File: src/rtl/con_window_feed.sv
// ----------------------------------------------------------------------------
// con_window_feed
//
// Streaming KxK window generator feeding the image side of the convolution
// core. Pixels arrive one per cycle in raster order. The previous K-1 image
// rows are kept in a line-buffer shift chain. Every stride-1 "valid" window
// (one that never crosses the image edge) is emitted as a packed bus with a
// single-cycle strobe.
//
// Window packing: slice i of `ima` holds the window pixel at row i/K and
// column i%K. Row 0 is the oldest (top) row and column 0 is the leftmost
// column, so slice NUM-1 is the most recently accepted pixel.
//
// Ports
//   clk         rising-edge clock
//   rst_n       asynchronous active-low reset
//   pix_in      IMA-bit unsigned pixel
//   pix_valid   pix_in is offered this cycle
//   sof         start of frame, qualified by pix_valid, marks pixel (0,0)
//   ima         packed KxK window, held until the next enable
//   enable      one-cycle strobe, ima carries a new window
//   busy        frame in progress
//   frame_done  one-cycle pulse together with the final window of a frame
// ----------------------------------------------------------------------------
module con_window_feed #(
    parameter int IMA = 8,
    parameter int K   = 7,
    parameter int W   = 28,
    parameter int H   = 28
) (
    input  logic               clk,
    input  logic               rst_n,
    input  logic [IMA-1:0]     pix_in,
    input  logic               pix_valid,
    input  logic               sof,
    output logic [IMA*K*K-1:0] ima,
    output logic               enable,
    output logic               busy,
    output logic               frame_done
);

    localparam int NUM = K * K;
    localparam int CW  = (W > 1) ? $clog2(W) : 1;
    localparam int RW  = (H > 1) ? $clog2(H) : 1;
    // One flat shift chain holds all K-1 previous rows; element j is the
    // pixel accepted j+1 acceptances ago.
    localparam int LB  = (K - 1) * W;

    localparam logic [CW-1:0] COL_LAST  = CW'(W - 1);
    localparam logic [CW-1:0] COL_FIRST = CW'(K - 1);
    localparam logic [RW-1:0] ROW_LAST  = RW'(H - 1);
    localparam logic [RW-1:0] ROW_FIRST = RW'(K - 1);

    typedef enum logic {
        IDLE,
        ACTIVE
    } state_t;

    state_t          state;
    logic [CW-1:0]   col;
    logic [RW-1:0]   row;

    logic            accept;
    logic [CW-1:0]   col_eff;
    logic [RW-1:0]   row_eff;
    logic [CW-1:0]   col_nxt;
    logic [RW-1:0]   row_nxt;
    logic            completes;
    logic            at_last;

    logic [IMA-1:0]  lb [LB];
    logic [IMA-1:0]  win [NUM];
    logic [IMA-1:0]  win_nxt [NUM];
    logic [IMA-1:0]  tap [K];
    logic [IMA*NUM-1:0] win_flat;

    // Acceptance and the effective position of the incoming pixel. A pixel
    // with sof is always taken as (0,0), also when it aborts a running frame,
    // so the row gating restarts and stale line-buffer rows never reach a
    // window. Without sof, pixels count only while a frame is active.
    always_comb begin
        accept  = 1'b0;
        col_eff = '0;
        row_eff = '0;
        if (pix_valid) begin
            if (sof) begin
                accept = 1'b1;
            end else if (state == ACTIVE) begin
                accept  = 1'b1;
                col_eff = col;
                row_eff = row;
            end
        end

        completes = accept && (row_eff >= ROW_FIRST) && (col_eff >= COL_FIRST);
        at_last   = accept && (row_eff == ROW_LAST) && (col_eff == COL_LAST);

        // Raster advance; the row increment at ROW_LAST only happens together
        // with at_last, where the counters are cleared instead.
        if (col_eff == COL_LAST) begin
            col_nxt = '0;
            row_nxt = row_eff + 1'b1;
        end else begin
            col_nxt = col_eff + 1'b1;
            row_nxt = row_eff;
        end
    end

    // New right-hand window column: rows 0..K-2 come from the line chain at
    // the same column of the K-1..1 previous rows, the bottom row is the
    // pixel arriving now. The rest of the window slides one column left.
    always_comb begin
        for (int r = 0; r < K - 1; r++) begin
            tap[r] = lb[(K - 1 - r) * W - 1];
        end
        tap[K-1] = pix_in;

        for (int r = 0; r < K; r++) begin
            for (int c = 0; c < K - 1; c++) begin
                win_nxt[r*K + c] = win[r*K + c + 1];
            end
            win_nxt[r*K + K - 1] = tap[r];
        end

        for (int i = 0; i < NUM; i++) begin
            win_flat[i*IMA +: IMA] = win_nxt[i];
        end
    end

    // Pixel storage. Contents are not reset: nothing stale is emitted
    // because emission is gated by the counters of the current frame.
    always_ff @(posedge clk) begin
        if (accept) begin
            lb[0] <= pix_in;
            for (int j = 1; j < LB; j++) begin
                lb[j] <= lb[j-1];
            end
            for (int i = 0; i < NUM; i++) begin
                win[i] <= win_nxt[i];
            end
        end
    end

    // Frame FSM, raster counters and registered outputs. busy stays high for
    // the cycle after the final pixel so it covers the last enable and the
    // frame_done pulse.
    always_ff @(posedge clk or negedge rst_n) begin
        if (!rst_n) begin
            state      <= IDLE;
            col        <= '0;
            row        <= '0;
            ima        <= '0;
            enable     <= 1'b0;
            busy       <= 1'b0;
            frame_done <= 1'b0;
        end else begin
            enable     <= completes;
            frame_done <= at_last;
            busy       <= accept || (state == ACTIVE);

            if (completes) begin
                ima <= win_flat;
            end

            if (accept) begin
                if (at_last) begin
                    state <= IDLE;
                    col   <= '0;
                    row   <= '0;
                end else begin
                    state <= ACTIVE;
                    col   <= col_nxt;
                    row   <= row_nxt;
                end
            end
        end
    end

endmodule

File: config.mk
export PLATFORM = sky130hd
export DESIGN_NAME = con_window_feed
export DESIGN_NICKNAME = d
export VERILOG_FILES = /design/src/rtl/con_window_feed.sv
export SDC_FILE = /design/constraint.sdc
export NUM_CORES = 1
export LEC_CHECK = 0
export CORE_ASPECT_RATIO = 0.7
export CORE_MARGIN = 5
export CORE_UTILIZATION = 40
export CTS_CLUSTER_DIAMETER = 200
export DETAILED_ROUTE_END_ITERATION = 16
export SLEW_MARGIN = 20
export SYNTH_ARGS = -nofsm -noshare
export SYNTH_HDL_FRONTEND = slang
export SYNTH_SLANG_ARGS = --single-unit
File: constraint.sdc
create_clock -name clk -period 99.6 [get_ports clk]
set_input_delay 19.92 -clock clk [delete_from_list [all_inputs] [get_ports clk]]
set_output_delay 19.92 -clock clk [all_outputs]
set_load 0.05 [all_outputs]
**Run 1: floorplan with the power grid**

Drawn at 1 px/um. Pins as bars on the die edge. Tap cells in grey.
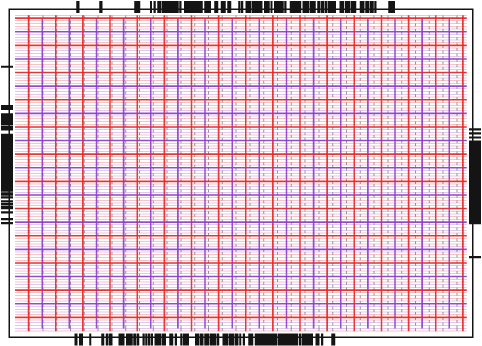
[VSS] red
[VDD] purple
met1 rails: 117
met5 straps: 23
signal pins: 407
tap cells: 1888

**Run 1: clock wires, drivers and flops**

Drawn at 1 px/um.
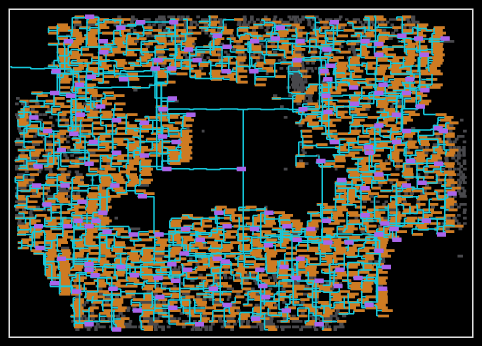
[flip-flops] orange | count: 1798
[clock wires] cyan | length: 19700 um
[clock-net drivers] purple | count: 165
routed clock nets: 166

**Run 1: routed metal, one colour a layer**

Drawn at 1 px/um.
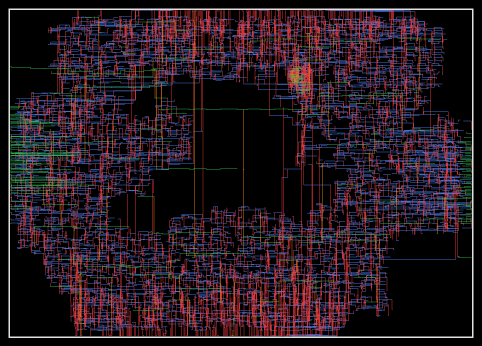
[M3] green | wire length: 5320 um
[M4] orange | wire length: 2450 um
[M2] red | wire length: 43.4 mm
[M1] blue | wire length: 42.4 mm

**Run 1: track usage over the die**

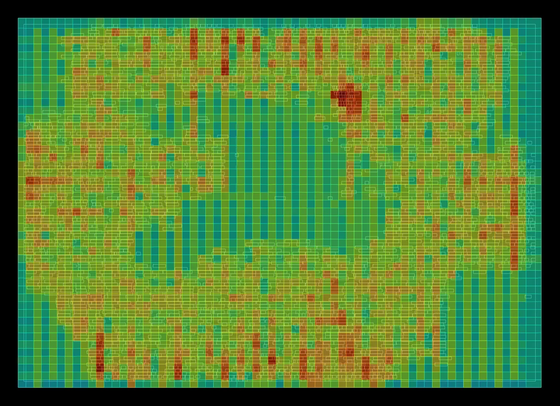
All-Layer GR Usage: 0.123
wire length per cell: 19.1 um
GR peak layer: met2

[run 1: cells by family after synthesis]
| kind of cell | count (synthesis) |
|---|---|
| AND-OR/OR-AND | 24 |
| adder cells (fa/ha/maj) | 4 |
| buffers and inverters | 50 |
| flip-flops | 1798 |
| multiplexers | 392 |
| AND/OR/NAND/NOR | 32 |
[run 1: cell usage in the layout (no fill, tap or decap), types with 2 or more instances in the layout]
cell type | synthesis | final
inv_8 | 0 | 2
nor3b_1 | 2 | 2
nand3b_1 | 2 | 2
clkbuf_8 | 0 | 7
o21ai_0 | 10 | 10
clkdlybuf4s50_1 | 0 | 405
mux2_2 | 358 | 358
clkbuf_1 | 2 | 35
clkinv_1 | 0 | 30
clkinv_8 | 0 | 2
buf_12 | 0 | 2
clkinv_16 | 0 | 2
nand2b_1 | 2 | 2
nand2_1 | 10 | 10
clkinv_2 | 0 | 34
bufinv_16 | 0 | 12
and2_1 | 2 | 2
inv_16 | 0 | 4
o21a_1 | 2 | 2
o311ai_0 | 2 | 2
buf_4 | 20 | 23
nand4_1 | 2 | 2
o31ai_1 | 3 | 3
nand4b_1 | 2 | 2
ha_1 | 4 | 4
mux2_1 | 34 | 34
nor4_1 | 2 | 2
inv_6 | 0 | 8
nor2b_1 | 2 | 2
clkbuf_16 | 0 | 168
edfxtp_1 | 1392 | 1392
clkinv_4 | 0 | 2
a21oi_1 | 3 | 3
inv_1 | 4 | 3
clkinvlp_4 | 0 | 5
dfrtp_1 | 406 | 406
[run 1: layout make-up]
| class | instances | area, um^2 |
|---|---|---|
| fillers | 11402 | 73700 |
| flip-flops and latches | 1798 | 52000 |
| multi-input cells | 452 | 4830 |
| clock buffers | 210 | 4430 |
| repair buffers | 432 | 4290 |
| well taps | 1888 | 2360 |
| clock inverters | 100 | 952 |
| inverters | 4 | 22.5 |
| diodes | 1 | 2.50 |
[run 1: metrics by stage]
stage	power [uW]	cell area [um^2]	cells	util	setup slack [ns]
after floorplan	911	57200	2300	-	48.62
after global placement	891	63500	4574	0.445	74.23
after detailed placement	892	63500	4574	0.445	73.93
after CTS	1520	68800	4884	0.483	74.85
after global routing	1560	68800	4885	0.483	74.49
final	1500	68800	4885	0.483	74.89
[run 1: power breakdown]
group,internal [uW],switching (uW)
Combinational,1.33,14.5
Clock,350,270
Sequential,848,12.0
Total,1200,296
[run 1: layer usage]
metal,track usage,up-vias,part of all wire
li1,-,10086,-
met2,0.186,470,0.46
met4,0.0440,0,0.026
met3,0.0363,192,0.057
met1,0.172,11875,0.45
met5,0,-,0
[run 1: worst max path at each step]
stage               startpoint                    to  slack (ns)  cells past startpoint
floorplan            pix_valid    row[0]$_DFFE_PN0P_       48.62                      5
global placement     pix_valid  lb[0][506]$_DFFE_PP_       74.23                      7
detailed placement   pix_valid   lb[1][42]$_DFFE_PP_       73.93                      7
CTS                  pix_valid   lb[1][26]$_DFFE_PP_       74.85                      7
global route         pix_valid   lb[1][18]$_DFFE_PP_       74.49                      7
finish               pix_valid   lb[1][89]$_DFFE_PP_       74.89                      7
[run 1: sequential cells by signal, indices dropped and copies added, names as in the netlist]
register    cells
lb           1010
ima           392
win           382
col             5
row             5
busy            1
enable          1
frame_done      1
state           1
==> metrics.yaml, run 1 <==
status:
  status: "completed"
synthesis:
  syn_nets: 2316
  synthArstFlopShare: 0.226
  ys_cells: 2300
  synth_warnings: 0
  xor_area_frac: 0
  syn_area_mm2: 0.0572
  yosysSeqAreaShare: 0.908
  yosysTopAreaCell: "edfxtp_1"
  yosys.area_share.aoi: 0.00269
  synthTopCellsByCount: "edfxtp_1 (1392), dfrtp_1 (406), mux2_2 (358)"
  flop_cell: "edfxtp_1"
  synth_flops: 1798
worst_setup_path:
  crit_path_frequent_cell: "buf_4"
  path_class: "in2reg"
  crit_family: "buffers and inverters"
  crit_buf_inv: 6
  timing.rr.end: "lb[1][89]$_DFFE_PP_"
  critPathMaxStageDelay_ns: 0.93
  reg2reg_depth: 6
  cp_cell_sequence: "clkdlybuf4s50_1 > o21ai_1 > inv_8 > buf_4 > buf_12 > buf_4 > buf_4"
  cp_max_fo: 185
  cp_slowest_cell: "buf_4"
power_and_ir_drop:
  leakage_uw: 0.0258
place:
  dp_hpwl_um: 54000
  portBuffers: 406
floorplanning:
  row_count: 116
  die_x_um: 462
  die_h_um: 326
  initCoreUtil: 0.401
clock_network:
  cts_buffers: 165
  cts_sinks: 1798
  post-cts-setup-buffers: 0
  holdBufCountCts: 0
  root_buffer: "clkbuf_16"
  clk_pin_slew_ns: 0.06
sta:
  fin_skew_ns: 0.0335
  worst_hold_slack_ns: 0.402
  min_period_ns: 24.71
  rsz0062_at_grt: "false"
finish:
  syn2layout_area_growth_pct: 20.4
  drive_gt1_frac: 0.211
min_path:
  hp-class: "reg2reg"
  hp-start: "lb[2][8]$_DFFE_PP_"
route:
  drt_iter0_markers: 1735
  vias: 22623
grt:
  grt_start_max_net_pins: 186
  antenna_found_initial: 4
==> run 1 -> run 2 <==
Clock period 99.6 ns to 20.8 ns, I/O delays scaled along.
**Run 2: cells coloured by class**

Drawn at 1 px/um. Fill, decap, tap and diode cells in grey.
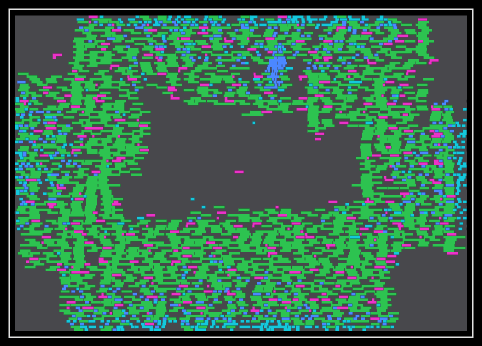
[registers] green | cells: 1798
[remaining buffers and delay cells] cyan | cells: 431
[remaining logic cells] blue | cells: 456
[clock drivers and dummy loads] magenta | cells: 309

==> run 2 against run 1 <==
Effect of this change: sequential power rose to 4.8 times the previous value; sequential share of layout area decreased by 0.14 points; final area is 0.18% higher; first-iteration DRC count grew 12%; clock-buffer cell count is 21 higher; via count about the same; largest power group unchanged; synthesized cell count unchanged; highest routed layer is now met5; clock skew shrank 0.0022 ns; critical path type unchanged.
==> metrics.yaml, run 2 <==
clock_network:
  cts_sinks: 1798  # unchanged
  post-cts-setup-buffers: 0  # unchanged
  root_buffer: "clkbuf_16"  # unchanged
  holdBufCountCts: 0  # unchanged
  clk_pin_slew_ns: 0.06  # about the same
sta:
  min_period_ns: 8.45
  rsz0062_at_grt: "false"  # unchanged
  fin_skew_ns: 0.0313  # was 0.0335 ns
worst_setup_path:
  critPathMaxStageDelay_ns: 0.93  # about the same
  cp_slowest_cell: "buf_4"  # unchanged
  cp_cell_sequence: "clkdlybuf4s50_1 > o21ai_4 > clkinvlp_4 > buf_12 > buf_4 > buf_12 > buf_12 > buf_16"  # was clkdlybuf4s50_1 > o21ai_1 > inv_8 > buf_4 > buf_12 > buf_4 > buf_4
  crit_family: "buffers and inverters"  # unchanged
  path_class: "in2reg"  # unchanged
  crit_path_frequent_cell: "buf_12"  # was buf_4
  crit_buf_inv: 7  # was 6
route:
  route.met3.wl_um: 5590  # was 5320 um
  wl_per_cell_um: 19.0  # was 19.1 um
  wl_met1_um: 42600  # was 42400 um
  highest_layer: "met5"  # was met4
floorplanning:
  die_x_um: 462  # unchanged
  row_count: 116  # unchanged
  initCoreUtil: 0.401  # unchanged
place:
  placed_cells: 4571  # was 4574
  portBuffers: 406  # unchanged
  dp_hpwl_um: 52600  # was 54000 um
finish:
  drive_gt1_frac: 0.212  # was 0.211
  fin_cells: 4883  # was 4885
  lay_top_count: "edfxtp_1"  # unchanged
  largest_reg_flops: 1010  # unchanged
  reg.largest.list: "lb: 1010 flops, ima: 392 flops, win: 382 flops"  # unchanged
  final_core_util: 0.484  # was 0.483
synthesis:
  yosysSeqAreaShare: 0.908  # unchanged
  synthArstFlopShare: 0.226  # unchanged
  syn_area_mm2: 0.0572  # unchanged
  flop_cell: "edfxtp_1"  # unchanged
  synthTopCellsByCount: "edfxtp_1 (1392), dfrtp_1 (406), mux2_2 (358)"  # unchanged
  ys_cells: 2300  # unchanged
min_path:
  hp-class: "reg2reg"  # unchanged
grt:
  track_usage: 0.122  # was 0.123
  antenna_found_initial: 7  # was 4
  grt_start_max_net_pins: 222  # was 186
power_and_ir_drop:
  p_total_uw: 7160  # was 1500 uW
status:
  status: "completed"  # unchanged
run 2: cell counts after synthesis:
No cell type changed its count.
run 2: path summary, 6_finish.rpt:
path / start / end / slack (ns) / depth (start not counted)
min in group asynchronous: rst_n / ima[123]$_DFFE_PN0P_ / 3.38 / 1
hold reg to reg: lb[1][341]$_DFFE_PP_ / lb[1][349]$_DFFE_PP_ / 0.41 / 0
setup / recovery: pix_valid / win[0][153]$_DFFE_PP_ / 12.35 / 8
max in group asynchronous: rst_n / ima[273]$_DFFE_PN0P_ / 15.23 / 3
setup reg to reg: state$_DFFE_PN0P_ / win[0][153]$_DFFE_PP_ / 15.86 / 7
hold / removal: lb[1][341]$_DFFE_PP_ / lb[1][349]$_DFFE_PP_ / 0.41 / 0
run 2: kinds of logic (layout without fill, tap and decap cells):
family,count (synthesis),in the layout,synth area share
and+or+nand+nor,32,32,0.00350
adders and majority gates,4,4,0.000875
muxes,392,392,0.0772
other,0,1,0
AOI/OAI and AO/OA,24,24,0.00269
DFF,1798,1798,0.908
buffers and inverters,50,744,0.00741
run 2: through the flow:
stage	worst slack, ns	TNS, ns	cell area [um^2]	hold WS [ns]
2_1_floorplan	-4.99	-6950.81	57200	0.400
3_3_place_gp	11.72	0	63500	0.401
3_5_place_dp	11.54	0	63500	0.405
4_1_cts	12.41	0	68900	0.402
5_1_grt	12.26	0	69000	0.414
6_report	12.35	0	69000	0.405
run 2: where the power goes:
group	switching, uW	total (uW)	internal [uW]
clock	1280	2960	1680
sequential	57.0	4120	4060
combinational	70.4	78.6	8.23
total	1410	7160	5750
run 2: final cells by class:
type / instances / area [um^2]
fill: 11379 / 73600
clock inverter: 78 / 764
clock buffer: 231 / 4650
multi-input combinational: 452 / 4840
antenna: 1 / 2.50
sequential: 1798 / 52000
timing repair buffer: 431 / 4380
tap: 1888 / 2360
inverter: 4 / 18.8
run 2: worst register-to-register path, delay by kind of cell, from the launching register on:
family / cells / cell delay (ns)
buf+inv: 6 / 3.72
compound gates: 1 / 0.16
flops: 1 / 0.58
run 2: metal layers:
layer / GRT usage / up-vias
met5: 0 / -
met1: 0.173 / 11888
li1: - / 10073
met3: 0.0392 / 163
met4: 0.0361 / 2
met2: 0.180 / 475
Power figures rest on the tool's default switching activity, not on a simulated workload.
